### src/rtl/sseg_mux_if.sv
// User-side bundle for the seven-segment scan driver: display data, the
// update handshake and the frame pulse.
interface sseg_mux_if #(
    parameter int NUM_DIGITS = 8
);
    logic [4*NUM_DIGITS-1:0] hex_in;
    logic [NUM_DIGITS-1:0]   dp_in;
    logic [NUM_DIGITS-1:0]   blank_in;
    logic                    lz_en;
    logic                    upd_req;
    logic                    upd_ack;
    logic                    frame_tick;

    modport master (
        output hex_in, dp_in, blank_in, lz_en, upd_req,
        input  upd_ack, frame_tick
    );

    modport slave (
        input  hex_in, dp_in, blank_in, lz_en, upd_req,
        output upd_ack, frame_tick
    );
endinterface

### src/rtl/sseg_mux_driver.sv
// Time-multiplexed common-anode seven-segment driver with frame-synchronous
// shadow loading, anti-ghosting guard interval and leading-zero suppression.
module sseg_mux_driver #(
    parameter int NUM_DIGITS   = 8,
    parameter int DIGIT_CYCLES = 100000,
    parameter int GUARD_CYCLES = 1000
) (
    input  logic                  clk,
    input  logic                  reset_n,
    sseg_mux_if.slave             bus,
    output logic [NUM_DIGITS-1:0] an,
    output logic [6:0]            sseg,
    output logic                  dp
);
    localparam int IW = (NUM_DIGITS > 1) ? $clog2(NUM_DIGITS) : 1;
    localparam int CW = $clog2(DIGIT_CYCLES);
    localparam logic [CW-1:0] CNT_LAST = CW'(DIGIT_CYCLES - 1);
    localparam logic [IW-1:0] IDX_LAST = IW'(NUM_DIGITS - 1);

    logic [CW-1:0]           cnt;
    logic [IW-1:0]           idx;
    logic                    pend;
    logic [4*NUM_DIGITS-1:0] sh_hex;
    logic [NUM_DIGITS-1:0]   sh_dp;
    logic [NUM_DIGITS-1:0]   sh_blank;
    logic                    sh_lz;

    logic                    digit_end;
    logic                    frame_end;
    logic                    load;
    logic                    in_guard;
    logic [3:0]              cur_nib;
    logic                    cur_dp;
    logic                    cur_blank;
    logic                    lz_blank;
    logic [NUM_DIGITS-1:0]   an_next;
    logic [6:0]              sseg_next;
    logic                    dp_next;

    function automatic logic [6:0] decode(input logic [3:0] v);
        case (v)
            4'h0: decode = 7'h40;
            4'h1: decode = 7'h79;
            4'h2: decode = 7'h24;
            4'h3: decode = 7'h30;
            4'h4: decode = 7'h19;
            4'h5: decode = 7'h12;
            4'h6: decode = 7'h02;
            4'h7: decode = 7'h78;
            4'h8: decode = 7'h00;
            4'h9: decode = 7'h10;
            4'hA: decode = 7'h08;
            4'hB: decode = 7'h03;
            4'hC: decode = 7'h46;
            4'hD: decode = 7'h21;
            4'hE: decode = 7'h06;
            default: decode = 7'h0E;
        endcase
    endfunction

    assign digit_end = (cnt == CNT_LAST);
    assign frame_end = digit_end && (idx == IDX_LAST);
    // A request arriving in the boundary cycle itself is honoured immediately.
    assign load      = frame_end && (pend || bus.upd_req);

    generate
        if (GUARD_CYCLES == 0) begin : g_no_guard
            assign in_guard = 1'b0;
        end else begin : g_guard
            assign in_guard = (cnt < CW'(GUARD_CYCLES));
        end
    endgenerate

    always_ff @(posedge clk or negedge reset_n) begin
        if (!reset_n) begin
            cnt <= '0;
            idx <= '0;
        end else if (digit_end) begin
            cnt <= '0;
            idx <= (idx == IDX_LAST) ? '0 : idx + 1'b1;
        end else begin
            cnt <= cnt + 1'b1;
        end
    end

    always_ff @(posedge clk or negedge reset_n) begin
        if (!reset_n) begin
            pend           <= 1'b0;
            sh_hex         <= '0;
            sh_dp          <= '0;
            sh_blank       <= '1;
            sh_lz          <= 1'b0;
            bus.upd_ack    <= 1'b0;
            bus.frame_tick <= 1'b0;
        end else begin
            bus.frame_tick <= frame_end;
            bus.upd_ack    <= load;
            if (load) begin
                sh_hex   <= bus.hex_in;
                sh_dp    <= bus.dp_in;
                sh_blank <= bus.blank_in;
                sh_lz    <= bus.lz_en;
                pend     <= 1'b0;
            end else if (bus.upd_req) begin
                pend     <= 1'b1;
            end
        end
    end

    // A digit is zero-suppressed only when it and every more significant digit are zero.
    always_comb begin
        cur_nib   = 4'h0;
        cur_dp    = 1'b0;
        cur_blank = 1'b1;
        lz_blank  = sh_lz && (idx != '0);
        for (int j = 0; j < NUM_DIGITS; j++) begin
            if (idx == IW'(j)) begin
                cur_nib   = sh_hex[4*j +: 4];
                cur_dp    = sh_dp[j];
                cur_blank = sh_blank[j];
            end
            if ((IW'(j) >= idx) && (sh_hex[4*j +: 4] != 4'h0)) begin
                lz_blank = 1'b0;
            end
        end
        an_next   = ~(NUM_DIGITS'(1) << idx);
        sseg_next = (cur_blank || lz_blank) ? 7'h7F : decode(cur_nib);
        dp_next   = ~(cur_dp & ~cur_blank);
    end

    always_ff @(posedge clk or negedge reset_n) begin
        if (!reset_n) begin
            an   <= '1;
            sseg <= 7'h7F;
            dp   <= 1'b1;
        end else if (in_guard) begin
            an   <= '1;
            sseg <= 7'h7F;
            dp   <= 1'b1;
        end else begin
            an   <= an_next;
            sseg <= sseg_next;
            dp   <= dp_next;
        end
    end
endmodule

### src/flat_wrapper.sv
// flat-port wrapper written by rule: the top's interface ports become plain ports
module sseg_mux_driver_flat 
#(
    parameter int NUM_DIGITS   = 8,
    parameter int DIGIT_CYCLES = 100000,
    parameter int GUARD_CYCLES = 1000
)
  (clk, reset_n, an, sseg, dp, bus_hex_in, bus_dp_in, bus_blank_in, bus_lz_en, bus_upd_req, bus_upd_ack, bus_frame_tick);
  sseg_mux_if #(.NUM_DIGITS(NUM_DIGITS)) bus_i ();
  input  logic clk;
  input  logic reset_n;
  output logic [NUM_DIGITS-1:0] an;
  output logic [6:0] sseg;
  output logic dp;
  input wire logic [$bits(bus_i.hex_in)-1:0] bus_hex_in;
  input wire logic [$bits(bus_i.dp_in)-1:0] bus_dp_in;
  input wire logic [$bits(bus_i.blank_in)-1:0] bus_blank_in;
  input wire logic [$bits(bus_i.lz_en)-1:0] bus_lz_en;
  input wire logic [$bits(bus_i.upd_req)-1:0] bus_upd_req;
  output wire logic [$bits(bus_i.upd_ack)-1:0] bus_upd_ack;
  output wire logic [$bits(bus_i.frame_tick)-1:0] bus_frame_tick;
  assign bus_i.hex_in = bus_hex_in;
  assign bus_i.dp_in = bus_dp_in;
  assign bus_i.blank_in = bus_blank_in;
  assign bus_i.lz_en = bus_lz_en;
  assign bus_i.upd_req = bus_upd_req;
  assign bus_upd_ack = bus_i.upd_ack;
  assign bus_frame_tick = bus_i.frame_tick;
  sseg_mux_driver #(.NUM_DIGITS(NUM_DIGITS), .DIGIT_CYCLES(DIGIT_CYCLES), .GUARD_CYCLES(GUARD_CYCLES)) u_core (.clk(clk), .reset_n(reset_n), .bus(bus_i), .an(an), .sseg(sseg), .dp(dp));
endmodule
### config.mk
export PLATFORM = sky130hd
export DESIGN_NAME = sseg_mux_driver_flat
export DESIGN_NICKNAME = d
export VERILOG_FILES = /design/src/rtl/sseg_mux_if.sv /design/src/rtl/sseg_mux_driver.sv /design/src/flat_wrapper.sv
export SDC_FILE = /design/constraint.sdc
export NUM_CORES = 1
export LEC_CHECK = 0
export ABC_AREA = 1
export CAP_MARGIN = 10
export CORE_UTILIZATION = 47
export CTS_CLUSTER_DIAMETER = 60
export DETAILED_ROUTE_END_ITERATION = 8
export GPL_TIMING_DRIVEN = 1
export PLACE_DENSITY = 0.82
export SLEW_MARGIN = 25
export SYNTH_ARGS = -nofsm -noshare
export SYNTH_HDL_FRONTEND = slang
export SYNTH_SLANG_ARGS = --single-unit
### constraint.sdc
create_clock -name clk -period 2.41 [get_ports clk]
set_input_delay 0.3615 -clock clk [delete_from_list [all_inputs] [get_ports clk]]
set_output_delay 0.3615 -clock clk [all_outputs]
set_load 0.03 [all_outputs]
Figure 1. Close-up of the layout.
Region (31, 11) to (71, 51) um. Cells in grey, sequential cells in the stronger grey; small squares are vias.
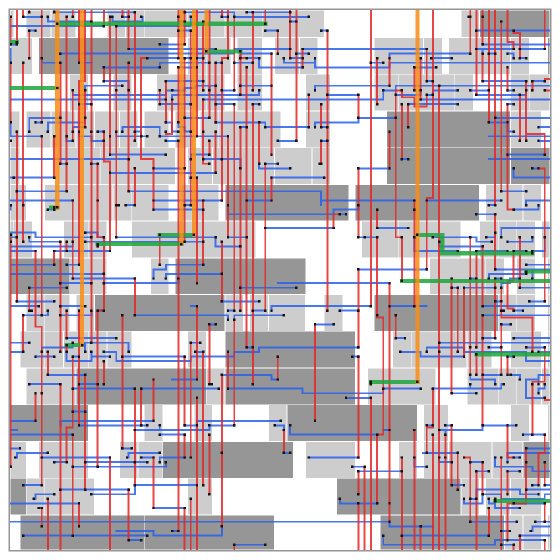
metal 3 -> green
metal 2 -> red
metal 1 -> blue
metal 4 -> orange
most frequent = nand2_1 (22), inv_1 (21), nand3_1 (17)
netlist names of flops here include = u_core.cnt (7), u_core.an (5), u_core.idx (3)
cells with their middle in the window = 138
sequential cells in the window = 19

Figure 2. M3 wires.
Bar = 20 um.
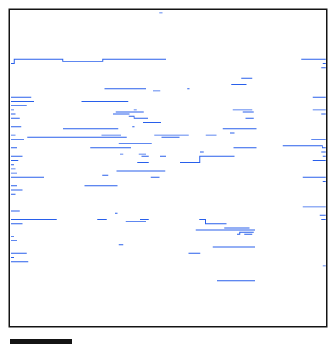
share of all routed wire = 5.2%
main direction = horizontal
longest straight run = 31.7 um
nets with wire on the layer = 76

-- cell families (layout without fill, tap and decap cells) --
kind of cell	count (synthesis)	after routing	share of synthesized area, %
buffers and inverters	153	244	13.1
multiplexers	15	15	3.20
flip-flops	88	88	47.6
adder cells (fa/ha/maj)	13	13	3.47
AND/OR/NAND/NOR	234	234	22.2
XOR/XNOR	3	3	0.560
AND-OR/OR-AND	84	84	9.87
-- metal layers --
metal  global-route usage, %  wire length (um)  up-vias
li1                        -                 -     2009
met1                    27.2              4570     1915
met2                    37.7              5070      124
met3                    4.99               544       30
met4                    9.67               266        0
met5                       0                 0        -
-- cell usage after synthesis, types with 2 or more instances --
| library cell | count |
|---|---|
| nand2_4 | 2 |
| inv_2 | 3 |
| nand4_1 | 8 |
| nand3_1 | 48 |
| nand2_2 | 3 |
| dfrtp_1 | 64 |
| a21oi_1 | 16 |
| xor2_1 | 2 |
| nor2_1 | 27 |
| ha_1 | 13 |
| nand2_1 | 129 |
| dfstp_2 | 24 |
| nor4_1 | 5 |
| nor2_4 | 3 |
| o211ai_1 | 3 |
| nor3_1 | 5 |
| buf_2 | 9 |
| o21ai_1 | 19 |
| inv_1 | 134 |
| mux2i_1 | 15 |
| o21ai_0 | 39 |
| buf_6 | 3 |
| a31oi_1 | 3 |
-- registers in the layout (all words and copies together), names as in the netlist --
register               cells
u_core.sh_lz               1
u_core.idx                 3
u_core.sh_hex             32
u_core.dp                  1
u_core.an                  8
u_core.bus.frame_tick      1
u_core.bus.upd_ack         1
u_core.sh_blank            8
u_core.sh_dp               8
u_core.sseg                7
u_core.pend                1
u_core.cnt                17
-- power groups by stage --
stage	clock network (uW)	logic, uW	registers [uW]
floorplan	0	0.725	1510
global placement	0	121	1500
detailed placement	0	123	1500
CTS	1150	124	1480
global route	1220	132	1480
finish	1120	120	1480
==> results.yml <==
# yosys + openroad results
setup_path:
  cp_num_buf_inv: 5
  cp_slowest_cell: "dfrtp_2"
  worstPathArrival_ps: 2520
  ff2ff_path_depth: 17
  critPathCapture: "u_core.sseg[5]"
  ff2ff_setup_slack_ps: 190
  path_class: "reg -> reg"
  cp-end-kind: "flip-flop"
  reg2reg_from: "u_core.idx[2]"
  startpoint: "u_core.idx[2]"
  crit_fanout: 8
  path_cells: "inv_6, buf_4, nand2_1, buf_4, o21ai_1, inv_1, nand2_1, nand2_1, nand2_1, nand2_1, nand2_1, nand2_4, nand2_4, buf_4, o21ai_0, nand2_1, nand2_1"
  crit_required_ps: 2720
  path_depth: 17
drt:
  wl_per_cell_um: 12.8
  postRouteAntennaNets: 0
  first_iter_violations: 146
global_routing:
  grt_pass1_wl_mm: 17.9
  grt_max_degree: 46
  antenna_found_initial: 0
pwr:
  p_sw_uw: 580
  pwr-share-comb_pct: 4.4
  p_int_uw: 2140
  swShare_pct: 21.3
  p_seq_share_pct: 54.3
  peakVddDrop_mv: 0.294
placement:
  post_dp_cell_area_um2: 5620
  dp_slack_ps: 2.77
  dp.cells: 794
final_layout:
  lay_top_cells: "inv_1 (129), nand2_1 (127), clkdlybuf4s50_1 (68), dfrtp_1 (62), nand3_1 (47)"
  num-nonclk-inverters: 139
  nClkBuffers: 9
  layout_top_cell: "inv_1"
  largest_class: "registers"
  final_util_pct: 60.8
  buf_share_pct: 14.9
  antenna-diode-count: 0
  fin_area_um2: 5910
  nFillCells: 854
  combGateArea_um2: 1890
  n_all_buffers: 89
  flop-count: 88
clock_network:
  h-tree-depth: 3
  clock.latency.late_pin_ps: 360
  root_buffer: "clkbuf_8"
  path_clk_slew_ps: 90
  cts_resized: 1
  clk_path_buf_depth: 2
  postCtsSetupBuffers: 0
logic_synthesis:
  flop_cell: "dfrtp_1"
  syn_area_um2: 4690
  ys_seq_share_pct: 47.6
  top_area_cell: "dfrtp_1"
  ys_area_um2: 4690
  topCellsByArea: "dfrtp_1 (34%), dfstp_2 (13%), inv_1 (11%)"
  synth-async-reset-ratio_pct: 100
sta:
  final.setup.tns_ps: 0
  fin_worst_skew_ps: 8.74
  slew_viol_final: 0
  fmax_mhz: 451
  worst_pin_slew_ps: 515
  min_period_over_period_pct: 92.0
floorplanning:
  design.core.area_um2: 9730
  die_h_um: 102
outcome:
  outcome: "completed"
flow_run:
  maxCapViolCount: 0
  warning_count: 35
No activity file was given, so power comes from the tool's default toggle rates.
